--- src/rtl/glb_pcfg_pkg.sv ---
// Shared types for the GLB parallel-config controller: FSM states, bitstream
// word layout and the bank word stride.
package glb_pcfg_pkg;

  typedef enum logic [1:0] {
    IDLE = 2'd0,
    RUN  = 2'd1,
    DONE = 2'd2
  } pcfg_state_t;

  typedef struct packed {
    logic [31:0] cfg_addr;
    logic [31:0] cfg_data;
  } pcfg_word_t;

  localparam int WORD_STRIDE = 8;

endpackage

--- src/rtl/glb_pcfg_fifo.sv ---
// First-word-fall-through FIFO holding bank read returns until the output
// stage is free of global config traffic.
module glb_pcfg_fifo #(
  parameter int WIDTH = 64,
  parameter int DEPTH = 4,
  parameter int CW    = $clog2(DEPTH) + 1
) (
  input  logic             clk,
  input  logic             reset_n,
  input  logic             push,
  input  logic [WIDTH-1:0] din,
  input  logic             pop,
  output logic [WIDTH-1:0] dout,
  output logic [CW-1:0]    count,
  output logic             empty
);
  localparam int PW = $clog2(DEPTH);

  logic [WIDTH-1:0] mem [DEPTH];
  logic [PW-1:0]    wptr, rptr;

  always_ff @(posedge clk) begin
    if (push) mem[wptr] <= din;
  end

  always_ff @(posedge clk) begin
    if (!reset_n) begin
      wptr  <= '0;
      rptr  <= '0;
      count <= '0;
    end else begin
      if (push) wptr <= wptr + 1'b1;
      if (pop)  rptr <= rptr + 1'b1;
      case ({push, pop})
        2'b10:   count <= count + 1'b1;
        2'b01:   count <= count - 1'b1;
        default: count <= count;
      endcase
    end
  end

  assign dout  = mem[rptr];
  assign empty = (count == '0);

endmodule

--- src/rtl/glb_pcfg_controller.sv ---
// Streams a bitstream of {addr, data} words from the GLB bank onto the masked
// CGRA config columns; global config traffic always owns the outputs.
module glb_pcfg_controller
  import glb_pcfg_pkg::*;
#(
  parameter int CGRA_PER_GLB        = 4,
  parameter int CGRA_CFG_ADDR_WIDTH = 32,
  parameter int CGRA_CFG_DATA_WIDTH = 32,
  parameter int BANK_DATA_WIDTH     = 64,
  parameter int GLB_ADDR_WIDTH      = 22,
  parameter int NUM_CFG_WIDTH       = 16,
  parameter int MAX_OUTSTANDING     = 4
) (
  input  logic                                                  clk,
  input  logic                                                  reset_n,
  input  logic                                                  pcfg_start_pulse,
  input  logic [GLB_ADDR_WIDTH-1:0]                             cfg_start_addr,
  input  logic [NUM_CFG_WIDTH-1:0]                              cfg_num_cfg,
  input  logic [CGRA_PER_GLB-1:0]                               cfg_column_mask,
  output logic                                                  rd_req,
  output logic [GLB_ADDR_WIDTH-1:0]                             rd_addr,
  input  logic [BANK_DATA_WIDTH-1:0]                            rd_data,
  input  logic                                                  rd_data_valid,
  input  logic                                                  glb_cfg_wr_en,
  input  logic                                                  glb_cfg_rd_en,
  input  logic [CGRA_CFG_ADDR_WIDTH-1:0]                        glb_cfg_addr,
  input  logic [CGRA_CFG_DATA_WIDTH-1:0]                        glb_cfg_data,
  output logic [CGRA_PER_GLB-1:0]                               cgra_cfg_wr_en,
  output logic [CGRA_PER_GLB-1:0]                               cgra_cfg_rd_en,
  output logic [CGRA_PER_GLB-1:0][CGRA_CFG_ADDR_WIDTH-1:0]      cgra_cfg_addr,
  output logic [CGRA_PER_GLB-1:0][CGRA_CFG_DATA_WIDTH-1:0]      cgra_cfg_data,
  output logic                                                  pcfg_busy,
  output logic                                                  pcfg_done_pulse
);
  localparam int OW = $clog2(MAX_OUTSTANDING) + 1;
  localparam logic [OW-1:0] MAX_OUT = OW'(MAX_OUTSTANDING);

  pcfg_state_t                state, state_nxt;
  logic [GLB_ADDR_WIDTH-1:0]  addr_q;
  logic [NUM_CFG_WIDTH-1:0]   num_q, issued_q;
  logic [CGRA_PER_GLB-1:0]    mask_q;
  logic [OW-1:0]              outst_q, fifo_count;
  logic [BANK_DATA_WIDTH-1:0] fifo_dout;
  logic fifo_empty, fifo_push, fifo_pop;
  logic glb_act, issue, all_issued, drained, start;
  logic unused_addr_lsb;

  assign unused_addr_lsb = ^cfg_start_addr[2:0];

  assign glb_act    = glb_cfg_wr_en | glb_cfg_rd_en;
  assign start      = (state == IDLE) && pcfg_start_pulse;
  assign all_issued = (issued_q == num_q);
  // Credits cover both reads in flight and words parked in the FIFO.
  assign issue      = (state == RUN) && !all_issued && ((fifo_count + outst_q) < MAX_OUT);
  assign fifo_push  = (state == RUN) && rd_data_valid;
  assign fifo_pop   = !glb_act && !fifo_empty;
  // The final word is popped into the output stage as the FIFO drains, so
  // DONE lands the cycle after that word is visible.
  assign drained    = all_issued && (outst_q == '0) && fifo_empty;

  glb_pcfg_fifo #(
    .WIDTH (BANK_DATA_WIDTH),
    .DEPTH (MAX_OUTSTANDING),
    .CW    (OW)
  ) u_fifo (
    .clk     (clk),
    .reset_n (reset_n),
    .push    (fifo_push),
    .din     (rd_data),
    .pop     (fifo_pop),
    .dout    (fifo_dout),
    .count   (fifo_count),
    .empty   (fifo_empty)
  );

  always_comb begin
    state_nxt = state;
    case (state)
      IDLE:    if (pcfg_start_pulse) state_nxt = (cfg_num_cfg == '0) ? DONE : RUN;
      RUN:     if (drained) state_nxt = DONE;
      DONE:    state_nxt = IDLE;
      default: state_nxt = IDLE;
    endcase
  end

  always_ff @(posedge clk) begin
    if (!reset_n) begin
      state    <= IDLE;
      addr_q   <= '0;
      num_q    <= '0;
      issued_q <= '0;
      mask_q   <= '0;
      outst_q  <= '0;
    end else begin
      state <= state_nxt;
      if (start) begin
        addr_q   <= {cfg_start_addr[GLB_ADDR_WIDTH-1:3], 3'b000};
        num_q    <= cfg_num_cfg;
        mask_q   <= cfg_column_mask;
        issued_q <= '0;
        outst_q  <= '0;
      end else begin
        if (issue) begin
          addr_q   <= addr_q + GLB_ADDR_WIDTH'(WORD_STRIDE);
          issued_q <= issued_q + 1'b1;
        end
        case ({issue, fifo_push})
          2'b10:   outst_q <= outst_q + 1'b1;
          2'b01:   outst_q <= outst_q - 1'b1;
          default: outst_q <= outst_q;
        endcase
      end
    end
  end

  // Registered output stage: global traffic first, then stream words.
  always_ff @(posedge clk) begin
    if (!reset_n) begin
      cgra_cfg_wr_en <= '0;
      cgra_cfg_rd_en <= '0;
      cgra_cfg_addr  <= '0;
      cgra_cfg_data  <= '0;
    end else begin
      for (int c = 0; c < CGRA_PER_GLB; c++) begin
        if (glb_act) begin
          cgra_cfg_wr_en[c] <= glb_cfg_wr_en;
          cgra_cfg_rd_en[c] <= glb_cfg_rd_en;
          cgra_cfg_addr[c]  <= glb_cfg_addr;
          cgra_cfg_data[c]  <= glb_cfg_data;
        end else if (fifo_pop) begin
          cgra_cfg_wr_en[c] <= mask_q[c];
          cgra_cfg_rd_en[c] <= 1'b0;
          cgra_cfg_addr[c]  <= fifo_dout[BANK_DATA_WIDTH-1 -: CGRA_CFG_ADDR_WIDTH];
          cgra_cfg_data[c]  <= fifo_dout[CGRA_CFG_DATA_WIDTH-1:0];
        end else begin
          cgra_cfg_wr_en[c] <= 1'b0;
          cgra_cfg_rd_en[c] <= 1'b0;
        end
      end
    end
  end

  assign rd_req          = issue;
  assign rd_addr         = addr_q;
  assign pcfg_busy       = (state != IDLE);
  assign pcfg_done_pulse = (state == DONE);

endmodule
--- config.mk ---
export PLATFORM = sky130hd
export DESIGN_NAME = glb_pcfg_controller
export DESIGN_NICKNAME = d
export VERILOG_FILES = /design/src/rtl/glb_pcfg_pkg.sv /design/src/rtl/glb_pcfg_fifo.sv /design/src/rtl/glb_pcfg_controller.sv
export SDC_FILE = /design/constraint.sdc
export NUM_CORES = 1
export LEC_CHECK = 0
export ABC_AREA = 1
export CORE_MARGIN = 8
export CORE_UTILIZATION = 25
export CTS_CLUSTER_DIAMETER = 30
export CTS_CLUSTER_SIZE = 14
export DETAILED_ROUTE_END_ITERATION = 12
export SLEW_MARGIN = 5
export SYNTH_ARGS = -nofsm -noshare
export SYNTH_HDL_FRONTEND = slang
export SYNTH_SLANG_ARGS = --single-unit
--- constraint.sdc ---
create_clock -name clk -period 4.26 [get_ports clk]
set_input_delay 0.852 -clock clk [delete_from_list [all_inputs] [get_ports clk]]
set_output_delay 0.852 -clock clk [all_outputs]
set_load 0.05 [all_outputs]
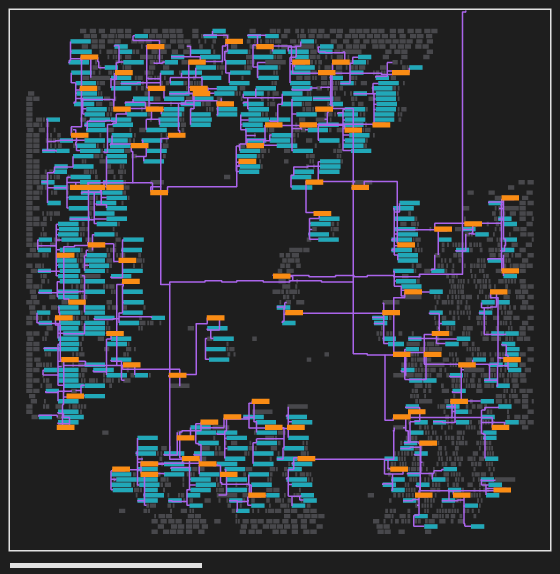
(run_1/clk_routes.png)
Scale bar: 100 um.
legend:
  purple:
    item: clock wires
    length: 5,750 um
  cyan:
    item: flip-flops
    count: 394
  orange:
    item: clock drivers
    count: 85
flops lie: all over the die
routed clock nets: 86

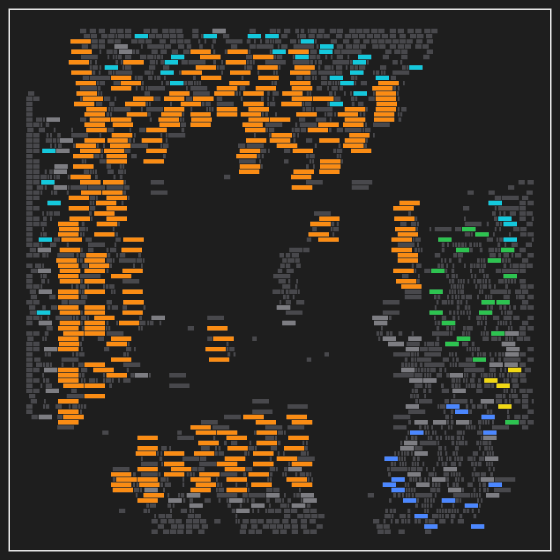
(run_1/flops_by_reg.png)
Other sequential cells in the stronger gray, the rest of the logic in the fainter gray.
legend:
  orange:
    netlist_name: `u_fifo.mem`
    flops: 256
  green:
    netlist_name: `rd_addr`
    flops: 19
    where: middle right
  yellow:
    netlist_name: `mask_q`
    flops: 4
  cyan:
    netlist_name: `cgra_cfg_data`
    flops: 32
  blue:
    netlist_name: `num_q`
    flops: 16
    where: lower right
not colored: 67

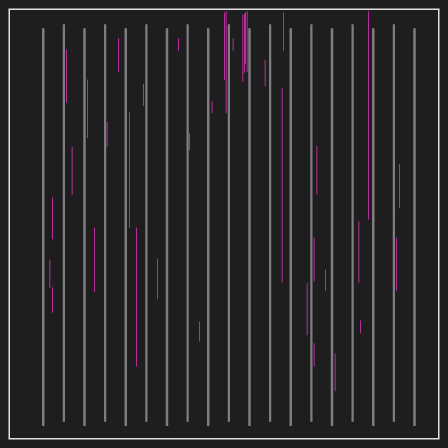
(run_1/layer_met4.png)
Supply wires on this layer in gray.
wire length on this layer: 1,330 um
share of all routed wire: 2.5%
main direction: vertical
nets with wire on the layer: 20

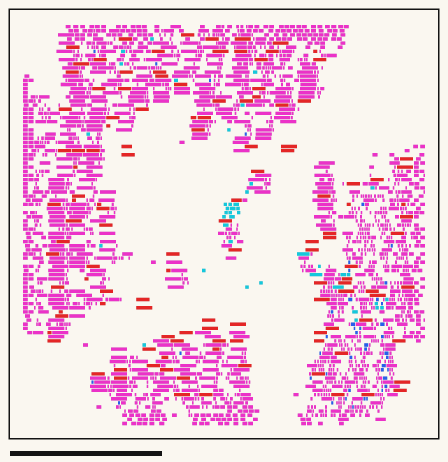
(run_1/sizes.png)
Scale bar: 100 um.
legend:
  blue:
    size: _2 cells
    cells: 43
  red:
    size: _6 and larger
    cells: 123
  cyan:
    size: _3 and _4 cells
    cells: 41
  magenta:
    size: _0 and _1 cells
    cells: 1,947

[run 1: state kept, by name, indices dropped and copies added (netlist names), 4 cells and up, named ones only]
name            flops
issued_q           16
num_q              16
mask_q              4
cgra_cfg_data      32
cgra_cfg_addr      32
cgra_cfg_wr_en      4
rd_addr            19
u_fifo.mem        256
[run 1: worst max-delay path, stage by stage (launching register included)]
cell and delay [ns]:
sky130_fd_sc_hd__dfxtp_1 0.36, sky130_fd_sc_hd__ha_1 0.30, sky130_fd_sc_hd__nand3_1 0.07, sky130_fd_sc_hd__nand2_1 0.10, sky130_fd_sc_hd__o21ai_1 0.09, sky130_fd_sc_hd__a21oi_2 0.18, sky130_fd_sc_hd__nand2_4 0.07, sky130_fd_sc_hd__inv_2 0.25
sky130_fd_sc_hd__clkdlybuf4s50_1 0.88
[run 1: per-stage QoR]
stage / instances / utilization / worst slack, ns / area (um^2) / power, mW
6_report: 3100 / 0.355 / 0.484 / 24800 / 13.1
5_1_grt: 3098 / 0.355 / 0.335 / 24800 / 13.6
4_1_cts: 3094 / 0.355 / 0.408 / 24800 / 13.3
3_5_place_dp: 2934 / 0.311 / 0.932 / 21700 / 6.32
3_3_place_gp: 2934 / 0.311 / 1.02 / 21700 / 6.30
2_1_floorplan: 1805 / - / 0.0523 / 17600 / 5.74
[run 1: cell type report]
class,count,area share
inverter,77,0.0118
sequential,394,0.421
clock inverter,60,0.0324
timing repair buffer,479,0.192
multi-input combinational,1044,0.203
antenna,6,0.000605
tap,940,0.0474
clock buffer,100,0.0913
[run 1: cells in the final DEF, fill, tap and decap left out, types with 3 or more instances in the layout]
cell type / count
sky130_fd_sc_hd__a21oi_1: 59
sky130_fd_sc_hd__nand2_1: 366
sky130_fd_sc_hd__inv_1: 65
sky130_fd_sc_hd__o21ai_0: 108
sky130_fd_sc_hd__clkinvlp_4: 6
sky130_fd_sc_hd__edfxtp_1: 256
sky130_fd_sc_hd__inv_2: 8
sky130_fd_sc_hd__clkbuf_1: 10
sky130_fd_sc_hd__dfxtp_1: 136
sky130_fd_sc_hd__a31oi_1: 64
sky130_fd_sc_hd__o32ai_1: 64
sky130_fd_sc_hd__a21oi_2: 7
sky130_fd_sc_hd__ha_1: 9
sky130_fd_sc_hd__nand3_1: 37
sky130_fd_sc_hd__inv_6: 11
sky130_fd_sc_hd__diode_2: 6
sky130_fd_sc_hd__nor2_1: 260
sky130_fd_sc_hd__nor3_1: 10
sky130_fd_sc_hd__clkinv_1: 4
sky130_fd_sc_hd__buf_4: 19
sky130_fd_sc_hd__bufinv_16: 12
sky130_fd_sc_hd__clkdlybuf4s50_1: 458
sky130_fd_sc_hd__clkinv_4: 6
sky130_fd_sc_hd__nand4_1: 6
sky130_fd_sc_hd__nand2_2: 9
sky130_fd_sc_hd__clkinv_16: 3
sky130_fd_sc_hd__xnor2_1: 3
sky130_fd_sc_hd__xor2_1: 17
sky130_fd_sc_hd__clkbuf_16: 88
sky130_fd_sc_hd__nor2_4: 5
sky130_fd_sc_hd__conb_1: 3
sky130_fd_sc_hd__clkinv_2: 16
[run 1: layer usage]
layer  vias to the layer above  wire [um]
met5                         -         13
met4                         2       1330
met3                        92       3810
met2                       431      25800
met1                      6462      22100
li1                       6556          -
==> run summary, run 1 <==
Implementation results are summarized by area below.

Pwr
In this run the VDD rail shows a maximum IR drop of 0.000270 V. The power report attributes to the sequential group a share of 0.333. Power attributed to the clock group is 6.86 mW. The power report attributes to the clock group a share of 0.524.

The internal power is 9.46 mW. The script extracted a total leakage power of 8.65 nW. The fraction of power spent switching nets is 0.277.

The net switching power is 3.63 mW. The logic gate share of total power is 0.144. The sequential power reported by the tool is 4.35 mW. The power density of the placed cells is 527 nW/um^2.

Route
Per the detail_route report, routed wire per instance is 17.1 um. The per-cell via count in the routed design is 4.37. The final route contains 13,500 vias. The remaining routing DRC violations is 0. The first TritonRoute pass finished after 5 iterations.

The post-detailed-route count of antenna-violating nets is 0.

Critical path
The type of element launching the critical path is a register. The report puts the cell count of the worst reg-to-reg path at 14. The launch point of the critical path is u_fifo.count[1]$_SDFFE_PN0P_.

STA reports a reg2reg setup slack of 1.31 ns. The data required time at the worst endpoint is 3.41 ns. The end point of the critical path is rd_req. The critical path capture point type is an output port. At the worst endpoint, the arrival time is 2.92 ns. Of all nets on the critical path, the largest fanout is 17.

The capture point of the worst register-to-register path is recorded as outst_q[2]$_SDFFE_PP0P_.

STA
The number of endpoints failing setup at the final stage is 0. The worst clock skew on the final layout is 0.0222 ns. The minimum period implied by the final worst setup slack is 3.78 ns. The post-route worst hold slack is 0.451 ns. Setup repair after global routing left no endpoint under its margin.

At the pin with the least slew margin, the transition time is 1.11 ns. For this run, the top clock speed supported by timing is 265 MHz. The final sum of negative setup slack is 0 ns. The number of endpoints with negative hold slack in the final report is 0. The number of slew-limit violations in the final report is 0. The normalized max-slew margin is 0.261. Of the available clock period, the critical path in the final layout requires 0.886.

CTS
The total clock buffers created by CTS is 85. Hold repair after CTS inserted 0 buffers. The clock tree has to reach 394 sinks. The clock H-tree reported by CTS has 3 levels.

In this run the post-CTS setup repair buffer count came out at 0. The clock root buffer is sky130_fd_sc_hd__clkbuf_16. The number of gates resized after CTS was 0. TritonCTS built the clock tree.

The source-to-sink clock delay at the later pin of the worst-skew pair is 0.62 ns.

Yosys
Per Yosys stat, the portion of area used by sequential elements is 0.593. The register bit count reported by yosys is 394. Post-synthesis, Yosys gives the total cell area as 17,600 um^2. The synthesis stats list as the most numerous cell sky130_fd_sc_hd__nand2_1. Yosys mapped a number of flops with a built-in enable equal to 256. The cell count listed in synth_stat.txt is 1,803.

Yosys shows that the main logic family after synthesis is simple AND/OR/NAND/NOR gates. Yosys reports the multiplexer fraction of the synthesized area as 0. The proportion of register bits with asynchronous set or reset after synthesis is 0.

The synthesized netlist handed to floorplanning was reported with a cell count of 1,803. The cell-mix breakdown from Yosys lists the XOR/XNOR area share as 0.00994. The synthesis report lists the Yosys warning total as 0. The top flip-flop cell by instance count after synthesis is sky130_fd_sc_hd__edfxtp_1. In this run, the synthesized area fraction spent on and/or/nand/nor cells is recorded as 0.159. The commonest cells after synthesis are 367 x sky130_fd_sc_hd__nand2_1, 264 x sky130_fd_sc_hd__nor2_1, 256 x sky130_fd_sc_hd__edfxtp_1. Averaged over all synthesized cells, the footprint is 9.78 um^2. The area share of the largest cell type after synthesis is 0.436.

The post-synthesis compound-gate area fraction is 0.106. The cell-mix breakdown from Yosys lists the adder-cell area share as 0.00866. The post-synthesis instance area is 17,600 um^2. The number of unique standard cell types used by synthesis is 37.

In the post-synthesis netlist, the biggest area contributors are sky130_fd_sc_hd__edfxtp_1 44%, sky130_fd_sc_hd__dfxtp_1 16%, sky130_fd_sc_hd__buf_4 8.5%. The top cell type by total area after synthesis is sky130_fd_sc_hd__edfxtp_1.

Job
The number of warnings in the stage logs is 32. The number of violations of the max-capacitance limit is 0.

Final layout
The signed area change from the synthesized netlist to the final layout is 40.9%. The share of final-layout standard cells stronger than drive strength 1 is 0.0961. The area taken by sequential standard cells is reported as 10,500 um^2. Leaving out buffers and inverters, the combinational logic in the layout accounts for 5050 um^2.

GRT
The number of antenna violations at the first check in global routing came to 7. The met1 track demand over resource in global routing is 0.151. Entering global routing, the biggest net connects 86 pins. On met2, the global router reports a usage of 0.217. Across every metal layer, demand over resource in global routing totals 0.128.

The global routing report lists met3 layer usage as 0.0357. Looking at the global route congestion table, the highest-usage layer is met2. The total overflow left after global routing is 0. The first-pass GRT wire length is 79.3 mm.

Floorplan
The die extent in y is 282 um. The core footprint is 69,900 um^2. The floorplan step set the die width to 282 um. The die covers 79,300 um^2. For this design the top-level I/O count stands at 465.

Worst hold path
The worst min-delay path category is register to register. The launch point of the worst min-delay path is recorded as u_fifo.rptr[1]$_SDFFE_PN0N_. The number of cells traversed by the worst hold path is 2.

Placement
The detailed placement HPWL is 34.9 mm. Routability-driven placement finished with a final weighted congestion of 0.814. As logged by OpenROAD, the buffers inserted on ports number 458.

Status
The run finished with clean final reports.
==> run_1/clocks.png <==
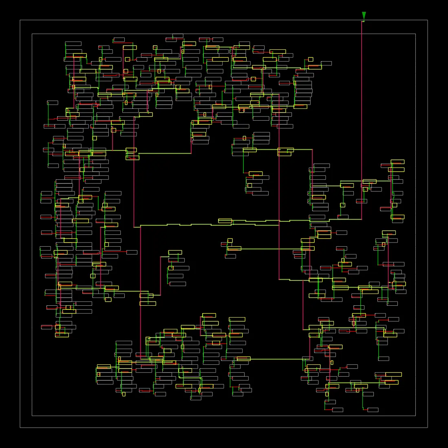

==> run 1 -> run 2 <==
- CORE_MARGIN: 8 -> 4
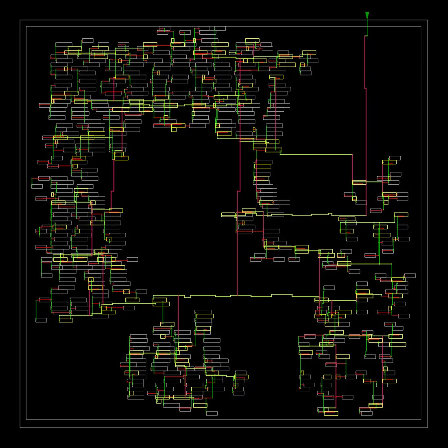
(run_2/clocks.png)
clock tree sinks: 394
clk ins delay skew pair: 0.62 ns
number of sequential cells in the layout: 394

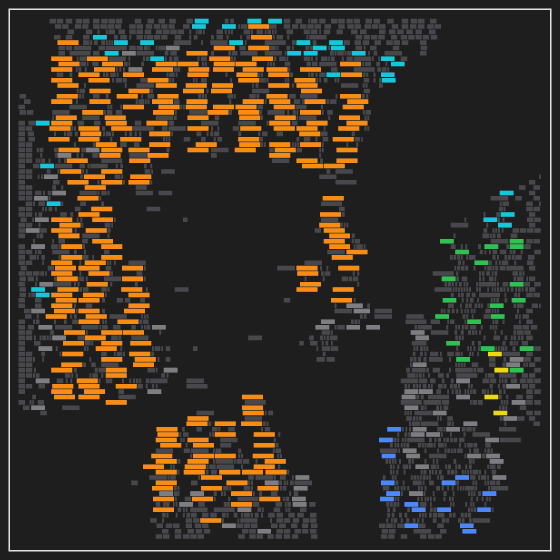
(run_2/flops_by_reg.png)
Other sequential cells in the stronger gray, the rest of the logic in the fainter gray.
register share of the cell area: 0.417
Reg area: 10,500 um^2

==> run 2 against run 1 <==
Net effect:
- first-iteration DRC count rose by 0.83%
- non-clock buffer count increased by 4
- design area rose by 0.94%
- largest cell class unchanged
- critical endpoint unchanged
- flip-flop count did not move
- critical path type unchanged
- highest routed layer unchanged
- count of clock-buffer cells in the layout is 1 higher
- worst hold slack better by 0.012 ns
==> run summary, run 2 <==
Implementation results are summarized by area below.

Pwr
The fraction of power spent switching nets is 0.271. Summed over the clock group, the power is 7.19 mW. The flow reports power dissipated in sequential cells as 4.36 mW.

The part of the total power dissipated in the clock network is 0.535. The internal portion of the total power is 9.79 mW. The combinational group power is 1.88 mW. Of the total power, combinational logic draws 0.140. The script extracted a net switching power of 3.64 mW. The sequential group share of total power is 0.324. The leakage component of the power is 8.73 nW. The highest-power group is the clock network.

The script computed a power per unit cell area of 536 nW/um^2. Looking at the VDD voltage map, the peak drop is 0.000285 V.

CTS
Looking at the post-CTS report, the setup buffer insertion count equals 0. On the reported timing paths, the clock transition at the registers reads 0.04 ns. The cell sitting at the root of the clock tree is a sky130_fd_sc_hd__clkbuf_16.

The number of hold buffers added after cts is 0. TritonCTS built the clock tree. In this run, post-CTS repair resized a total of 0 instances. Per the CTS log, the buffer count on the longest clock path is 3. The clock H-tree reported by CTS has 3 levels. TritonCTS created 88 clock buffers.

STA
The minimum period implied by the final worst setup slack is 3.80 ns. The number of slew-limit violations in the final report is 0. The transition time recorded at the tightest slew-check pin is 0.926 ns. Setup repair after global routing left no endpoint under its margin. The normalized max-slew margin is 0.383. The post-layout period usage of the worst path is 0.892. After routing, the total negative slack on setup checks comes to 0 ns. After layout, the worst setup slack is 0.460 ns. The number of endpoints with negative hold slack in the final report is 0.

Per the timing report, the achievable frequency comes out to 263 MHz. Per the finish-stage timing summary, setup violations number 0. For the final database, setup skew stands at 0.0196 ns.

Yosys
The synthesized instance count is 1,803. Of the synthesized area, sequential elements account for 0.593. The top flip-flop cell by instance count after synthesis is sky130_fd_sc_hd__edfxtp_1.

The number of flops mapped to enable cells by yosys is 256. In the synthesized netlist, the cells that appear most often are 367 x sky130_fd_sc_hd__nand2_1, 264 x sky130_fd_sc_hd__nor2_1, 256 x sky130_fd_sc_hd__edfxtp_1. A synthesized cell averages 9.78 um^2. The synthesized netlist occupies a cell area of 17,600 um^2.

The number of unique standard cell types used by synthesis is 37. Ranked by total cell area, the synthesized netlist is headed by sky130_fd_sc_hd__edfxtp_1 44%, sky130_fd_sc_hd__dfxtp_1 16%, sky130_fd_sc_hd__buf_4 8.5%. The library cell with the highest instance count after synthesis is sky130_fd_sc_hd__nand2_1. The top cell type by total area after synthesis is sky130_fd_sc_hd__edfxtp_1. The area share of the largest cell type after synthesis is 0.436. Per the synth stats, the proportion of register bits with asynchronous set or reset is 0. The chip area estimate from yosys synthesis is 17,600 um^2.

The total number of yosys warnings is 0. After synthesis, the design contains 1,803 cells according to Yosys. Per the synth log, the flip-flop and latch total comes to 394.

Final layout
The leading cell type in the layout, fill and taps excluded is sky130_fd_sc_hd__clkdlybuf4s50_1. The register with the most flip-flops in the final layout is u_fifo.mem. The top cell types in the final layout, fill and taps aside, are 458 x sky130_fd_sc_hd__clkdlybuf4s50_1, 366 x sky130_fd_sc_hd__nand2_1, 260 x sky130_fd_sc_hd__nor2_1. The layout has 6,842 filler cells. The register with the most flip-flops in the layout has 256 of them. The layout summary lists the proportion of cells stronger than drive strength 1 as 0.0990. Compared with the post-synthesis result, the final layout area differs by 42.2%. The net count of the finished layout is 2,275.

In the final layout, the registers with the most flip-flops are u_fifo.mem: 256 flops, cgra_cfg_addr: 32 flops, cgra_cfg_data: 32 flops. In the final layout, the multi-input gates occupy 5050 um^2.

Placement
The routability-driven placement congestion ratio is 0.822. The wire-length estimate of the detail-placed layout is 34.3 mm. At the placement stage, the worst setup path has a slack of 1.03 ns. The number of buffer cells added on primary ports is 458.

Critical path
Max fanout on the critical path was recorded as 17. The type of element launching the critical path is a register. The arrival time of the worst setup path is 2.95 ns. The data required time at the worst endpoint is 3.41 ns. The worst setup path is of the register to output port kind. The critical path capture point type is an output port.

Floorplan
The floorplan-stage core utilization is 0.252. The floorplan die width is 274 um. The core footprint is 69,900 um^2.

The number of standard-cell rows in the floorplan is 97. 465 I/O pins were placed. The overall die size recorded for this design is 74,800 um^2.

Per the OpenROAD floorplan log, the height of the die is 274 um.

Route
The number of DRC markers after the initial detailed-route iteration is 725. The per-cell via count in the routed design is 4.42. The DRC violation total left in the routed layout is recorded as 0.

The count of nets left with antenna violations once routing finished came out at 0. The first detailed-routing pass ran for 5 iterations. The detailed-route via count is 13,700. Per the detail_route report, routed wire per instance is 16.8 um. The total wire length after detailed routing is 52.1 mm.

Status
The flow ran to the end, and the final reports show no timing, DRC or antenna violations.

GRT
Summed over all routing layers, the global router reports a total usage of 0.133. The overall overflow remaining after global route is 0. The first-pass GRT wire length is 78.7 mm. The largest net degree at the start of global routing is 88. The via count of the first global-routing pass is 13,900. The number of antenna violations at the first check in global routing is 9.

Job
The number of warnings in the stage logs is 32. The tool flagged a number of max-cap violations equal to 0.

Worst hold path
The worst hold path belongs to the class register to register.
run 2: cell types whose count changed in the layout (fill, tap and decap cells not counted), moves of 2 or more:
| cell | before | now |
|---|---|---|
| sky130_fd_sc_hd__buf_12 | 2 | 6 |
| sky130_fd_sc_hd__bufinv_16 | 12 | 16 |
| sky130_fd_sc_hd__clkbuf_1 | 10 | 8 |
| sky130_fd_sc_hd__clkbuf_16 | 88 | 90 |
| sky130_fd_sc_hd__clkinv_1 | 4 | 7 |
| sky130_fd_sc_hd__clkinv_2 | 16 | 11 |
| sky130_fd_sc_hd__clkinv_4 | 6 | 4 |
| sky130_fd_sc_hd__clkinv_8 | 1 | 3 |
| sky130_fd_sc_hd__clkinvlp_4 | 6 | 12 |
| sky130_fd_sc_hd__inv_16 | 2 | 0 |
| sky130_fd_sc_hd__inv_6 | 11 | 8 |
run 2: metrics by stage:
step / cell area, um^2 / power, mW / hold WS, ns / utilization / std cells
after global placement: 21800 / 6.30 / 0.435 / 0.312 / 2938
after CTS: 25100 / 13.6 / 0.463 / 0.358 / 3102
final: 25100 / 13.4 / 0.463 / 0.359 / 3107
after detailed placement: 21800 / 6.32 / 0.456 / 0.312 / 2938
after global routing: 25100 / 13.9 / 0.483 / 0.358 / 3105
after floorplan: 17600 / 5.74 / 0.436 / - / 1805
run 2: final timing paths:
check | start | endpoint | slack, ns | cells after the start
worst min-delay path | mask_q[2]$_SDFFE_PN0P_ | cgra_cfg_wr_en[2]$_SDFF_PN0_ | 0.46 | 2
worst min register to register | mask_q[2]$_SDFFE_PN0P_ | cgra_cfg_wr_en[2]$_SDFF_PN0_ | 0.46 | 2
worst max-delay path | u_fifo.count[1]$_SDFFE_PN0P_ | rd_req | 0.46 | 8
worst max register to register | u_fifo.count[1]$_SDFFE_PN0P_ | outst_q[2]$_SDFFE_PP0P_ | 1.31 | 14
run 2: layout make-up:
class / count / area share
flip-flops and latches: 394 / 0.417
clock buffers: 101 / 0.0927
inverters: 77 / 0.0117
clock inverters: 63 / 0.0361
multi-input cells: 1044 / 0.201
well taps: 940 / 0.0469
diodes: 5 / 0.000499
repair buffers: 483 / 0.193
run 2: layer usage:
metal | wire [um] | part of all wire | track usage
met1 | 22000 | 0.42 | 0.163
met2 | 25300 | 0.49 | 0.224
met3 | 3570 | 0.069 | 0.0376
met4 | 1200 | 0.023 | 0.0493
met5 | 40 | 0.00077 | 0
run 2: cell families (layout without fill, tap and decap cells):
logic type,count (synthesis),after routing,share of synthesized area
fa+ha+maj,11,11,0.00866
other cells,1,8,0.000213
simple gates,706,706,0.159
flops,394,394,0.593
buf+inv,367,724,0.123
xor+xnor,20,20,0.00994
compound gates,304,304,0.106
run 2: critical path: stages, from the launching register on:
cell and delay (ns):
sky130_fd_sc_hd__dfxtp_1 0.36, sky130_fd_sc_hd__ha_1 0.30, sky130_fd_sc_hd__nand3_1 0.08, sky130_fd_sc_hd__nand2_1 0.11, sky130_fd_sc_hd__o21ai_1 0.09, sky130_fd_sc_hd__a21oi_2 0.19
sky130_fd_sc_hd__nand2_4 0.07, sky130_fd_sc_hd__inv_2 0.25, sky130_fd_sc_hd__clkdlybuf4s50_1 0.89
==> run_2/sizes.png <==
Scale bar: 100 um.
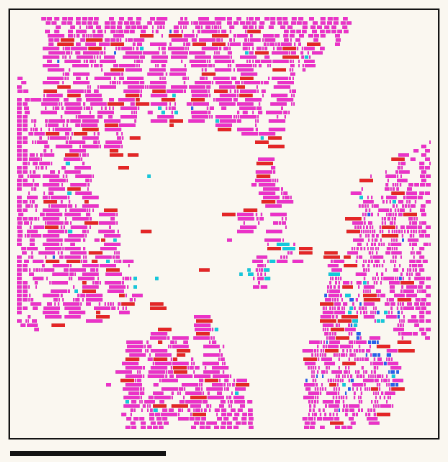

==> run 2 -> run 3 <==
- clock period: 4.26 -> 4.4 ns (I/O delays scaled with it)
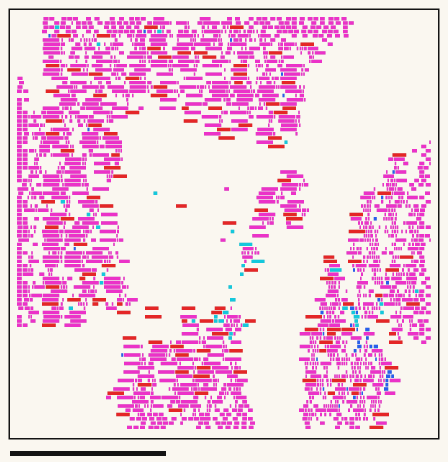
(run_3/sizes.png)
Scale bar: 100 um.
legend:
  cyan:
    size: _3 and _4 cells
    cells: 35
  blue:
    size: _2 cells
    cells: 40
  red:
    size: _6 and larger
    cells: 122
  magenta:
    size: _0 and _1 cells
    cells: 1,960

==> run 3 against run 2 <==
Net effect:
- clock power down 7.8%
- critical endpoint unchanged
- final cell count about the same
- largest power group unchanged
- via count down 0.90%
- die area unchanged
- critical path type unchanged
==> run summary, run 3 <==
Implementation results are summarized by area below.

GRT
The overall fraction of global-route tracks in use is 0.134. The overall overflow remaining after global route is 0. The via count of the first global-routing pass is 14,000. The met1 track demand over resource in global routing is 0.161. Global route summary, busiest routing layer listed as met2. The largest net degree at the start of global routing is 100. On met3, the global router reports a usage of 0.0396.

The first-pass GRT wire length is 78.7 mm. The number of antenna violations at the first check in global routing is 12. In the global route stage, met2 resource usage came out at 0.223.

CTS
The number of instances resized during post-cts repair is 0. TritonCTS built the clock tree. The source-to-sink clock delay at the later pin of the worst-skew pair is 0.62 ns.

The clock-pin transition on the worst setup and hold timing paths is 0.04 ns. The clock root buffer is sky130_fd_sc_hd__clkbuf_16. After clock tree synthesis, the flow added hold-fix buffers numbering 0. The number of levels in the clock H-tree is 3. The buffers inserted during post-CTS setup optimization is 0. The clock passes through at most 3 buffers.

In this run, CTS created clock tree buffers numbering 88. According to the CTS report, the clock sink count is 394.

Final layout
The final design utilization is 0.356. The share of final-layout standard cells stronger than drive strength 1 is 0.0913. The sequential cells in the finished layout cover a total of 10,500 um^2.

The top register by number of flip-flops is u_fifo.mem. Ranking logic cells in the layout by count gives the top entries 458 x sky130_fd_sc_hd__clkdlybuf4s50_1, 366 x sky130_fd_sc_hd__nand2_1, 260 x sky130_fd_sc_hd__nor2_1. The fill cell total of the finished layout is 6,955. The signed area change from the synthesized netlist to the final layout is 41.1%.

The net total in the final layout is 2,271. The registers reported with the highest flop counts are u_fifo.mem: 256 flops, cgra_cfg_addr: 32 flops, cgra_cfg_data: 32 flops. The multi-input combinational cells in the finished layout cover a total of 5050 um^2. The number of flip-flops in the largest register is 256. Counting only logic cells after layout, the most numerous master is sky130_fd_sc_hd__clkdlybuf4s50_1.

STA
For the pin with the worst max-slew slack, the measured transition is 1.12 ns. Across all checked pins, the minimum headroom to the slew limit is 0.254. Endpoints failing hold in the final report were tallied at 0. The number of slew-limit violations in the final report is 0.

The worst path in the final design needs a cycle of 3.83 ns, including I/O delays and setup. Timing would allow up to 261 MHz. Setup repair after global routing left no endpoint under its margin. The post-layout period usage of the worst path is 0.871. The worst clock skew on the final layout is 0.0240 ns. For the final routed database, the setup TNS stands at 0 ns. The number of endpoints failing setup at the final stage is 0.

Yosys
The average instance in the mapped netlist occupies 9.78 um^2. The area share of the largest cell type after synthesis is 0.436. Yosys mapped a number of flops with a built-in enable equal to 256. The register area share after synthesis is 0.593. In the Yosys stats the netlist draws on 37 distinct library cells. The cell type that accounts for the most area after synthesis is sky130_fd_sc_hd__edfxtp_1. The stat command in Yosys gives a chip area of 17,600 um^2. The total number of yosys warnings is 0. After synthesis, the most frequently instantiated cells are 367 x sky130_fd_sc_hd__nand2_1, 264 x sky130_fd_sc_hd__nor2_1, 256 x sky130_fd_sc_hd__edfxtp_1. The top flip-flop cell by instance count after synthesis is sky130_fd_sc_hd__edfxtp_1. The post-synthesis instance area is 17,600 um^2. The register bit count reported by yosys is 394.

The synthesized instance count is 1,803. Sorting the synthesized cells by area gives the leading types as sky130_fd_sc_hd__edfxtp_1 44%, sky130_fd_sc_hd__dfxtp_1 16%, sky130_fd_sc_hd__buf_4 8.5%. The proportion of register bits with asynchronous set or reset after synthesis is 0. For this run the top cell type by instance count after synthesis was sky130_fd_sc_hd__nand2_1. The cell count listed in synth_stat.txt is 1,803.

Critical path
The maximum single-stage delay on the critical path is 0.90 ns. The critical path maximum fanout is 17. STA classifies the critical path startpoint as a register. The arrival time of the worst setup path is 2.95 ns. The class of the most critical setup path is register to output port. The critical path capture point type is an output port.

Listed in order, past its start point the critical path passes ha_1 -> nand3_1 -> nand2_1 -> o21ai_1 -> a21oi_2 -> nand2_4 -> inv_2 -> clkdlybuf4s50_1. The critical path's slowest stage uses the library cell sky130_fd_sc_hd__clkdlybuf4s50_1. For the worst setup path, the data required time is 3.52 ns.

Route
The number of DRC markers after the initial detailed-route iteration is 733. The routed layout reports a DRC error count of 0. The pre-antenna-repair detailed-routing pass consisted of 5 iterations. After detailed routing, the number of vias per cell comes to 4.38. The count of nets left with antenna violations once routing finished came out at 0. Dividing the detail-routed wire length by the instance count gives 16.6 um.

Placement
The detailed placement HPWL is 32.9 mm. The number of buffer cells added on primary ports is 458. The placement summary gives the final routability congestion estimate as 0.829.

Worst hold path
The worst min-delay path category is register to register.

Job
The number of warnings in the stage logs is 32. Per the run summary, max-cap violations total 0.

Floorplan
The die extent in y is 274 um. The core region is 69,900 um^2. The floorplan-stage core utilization is 0.252. The number of standard-cell rows in the floorplan is 97. The floorplan die width is 274 um.

The area of the die is 74,800 um^2. Pin placement for this block handled 465 I/O pins.

Pwr
The leakage component of the power is 8.66 nW. The script computed a power per unit cell area of 509 nW/um^2. The worst vdd rail ir drop is 0.000318 V.

Status
The flow ran to the end, and the final reports show no timing, DRC or antenna violations.
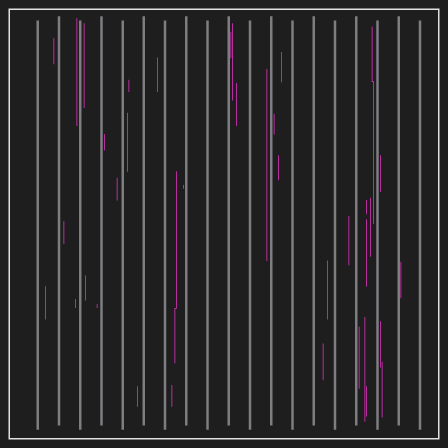
(run_3/layer_met4.png)
Supply wires on this layer in gray.
aggregate routed wire length: 51.5 mm
vias post-DR: 13,600

==> run 3: metal layers <==
| metal | wire, um | share of wire | vias up |
|---|---|---|---|
| li1 | - | - | 6553 |
| met3 | 3580 | 0.069 | 84 |
| met4 | 1250 | 0.024 | 6 |
| met1 | 21700 | 0.42 | 6533 |
| met5 | 47 | 0.00091 | - |
| met2 | 25000 | 0.48 | 428 |
==> run 3: cells by family (layout without fill, tap and decap cells) <==
kind of cell / count (synthesis) / after routing / synth area share
flops: 394 / 394 / 0.593
compound gates: 304 / 304 / 0.106
buf+inv: 367 / 719 / 0.123
xor+xnor: 20 / 20 / 0.00994
fa+ha+maj: 11 / 11 / 0.00866
simple gates: 706 / 706 / 0.159
other cells: 1 / 12 / 0.000213
==> run 3: report_power, final <==
group	internal [mW]	total (mW)	switching, mW
registers	4.09	4.22	0.133
logic	0.617	1.82	1.20
clock network	4.53	6.63	2.10
total	9.23	12.7	3.43
==> run 3: worst max-delay path, delay by kind of cell (launching register included) <==
family / cells / cell delay (ns)
compound gates: 2 / 0.28
fa+ha+maj: 1 / 0.30
simple gates: 3 / 0.26
buf+inv: 2 / 1.15
flops: 1 / 0.36
==> run 3: layout make-up <==
class / instances / area share
Antenna cell: 9 / 0.000905
Clock buffer: 111 / 0.0953
Clock inverter: 52 / 0.0282
Inverter: 77 / 0.0118
Multi-Input combinational cell: 1044 / 0.203
Sequential cell: 394 / 0.420
Tap cell: 940 / 0.0473
Timing Repair Buffer: 479 / 0.193
==> run 3: metrics by stage <==
stage                     instance area, um^2  instances  setup WS, ns  power [mW]  hold slack (ns)
after global placement                  21800       2934          1.13        6.10            0.437
after floorplan                         17600       1805         0.164        5.56            0.436
after CTS                               24900       3097         0.512        12.8            0.451
after global routing                    24900       3102         0.396        13.1            0.476
after detailed placement                21800       2934          1.08        6.11            0.451
final                                   24900       3106         0.568        12.7            0.445
==> run 3: final timing paths <==
kind	start	to	slack (ns)	depth (start not counted)
worst max-delay path	u_fifo.count[1]$_SDFFE_PN0P_	rd_req	0.57	8
worst min-delay path	mask_q[1]$_SDFFE_PN0P_	cgra_cfg_wr_en[1]$_SDFF_PN0_	0.44	2
worst max register to register	u_fifo.count[1]$_SDFFE_PN0P_	outst_q[2]$_SDFFE_PP0P_	1.47	14
worst min register to register	mask_q[1]$_SDFFE_PN0P_	cgra_cfg_wr_en[1]$_SDFF_PN0_	0.44	2
Power is estimated from default activity; no workload was simulated.
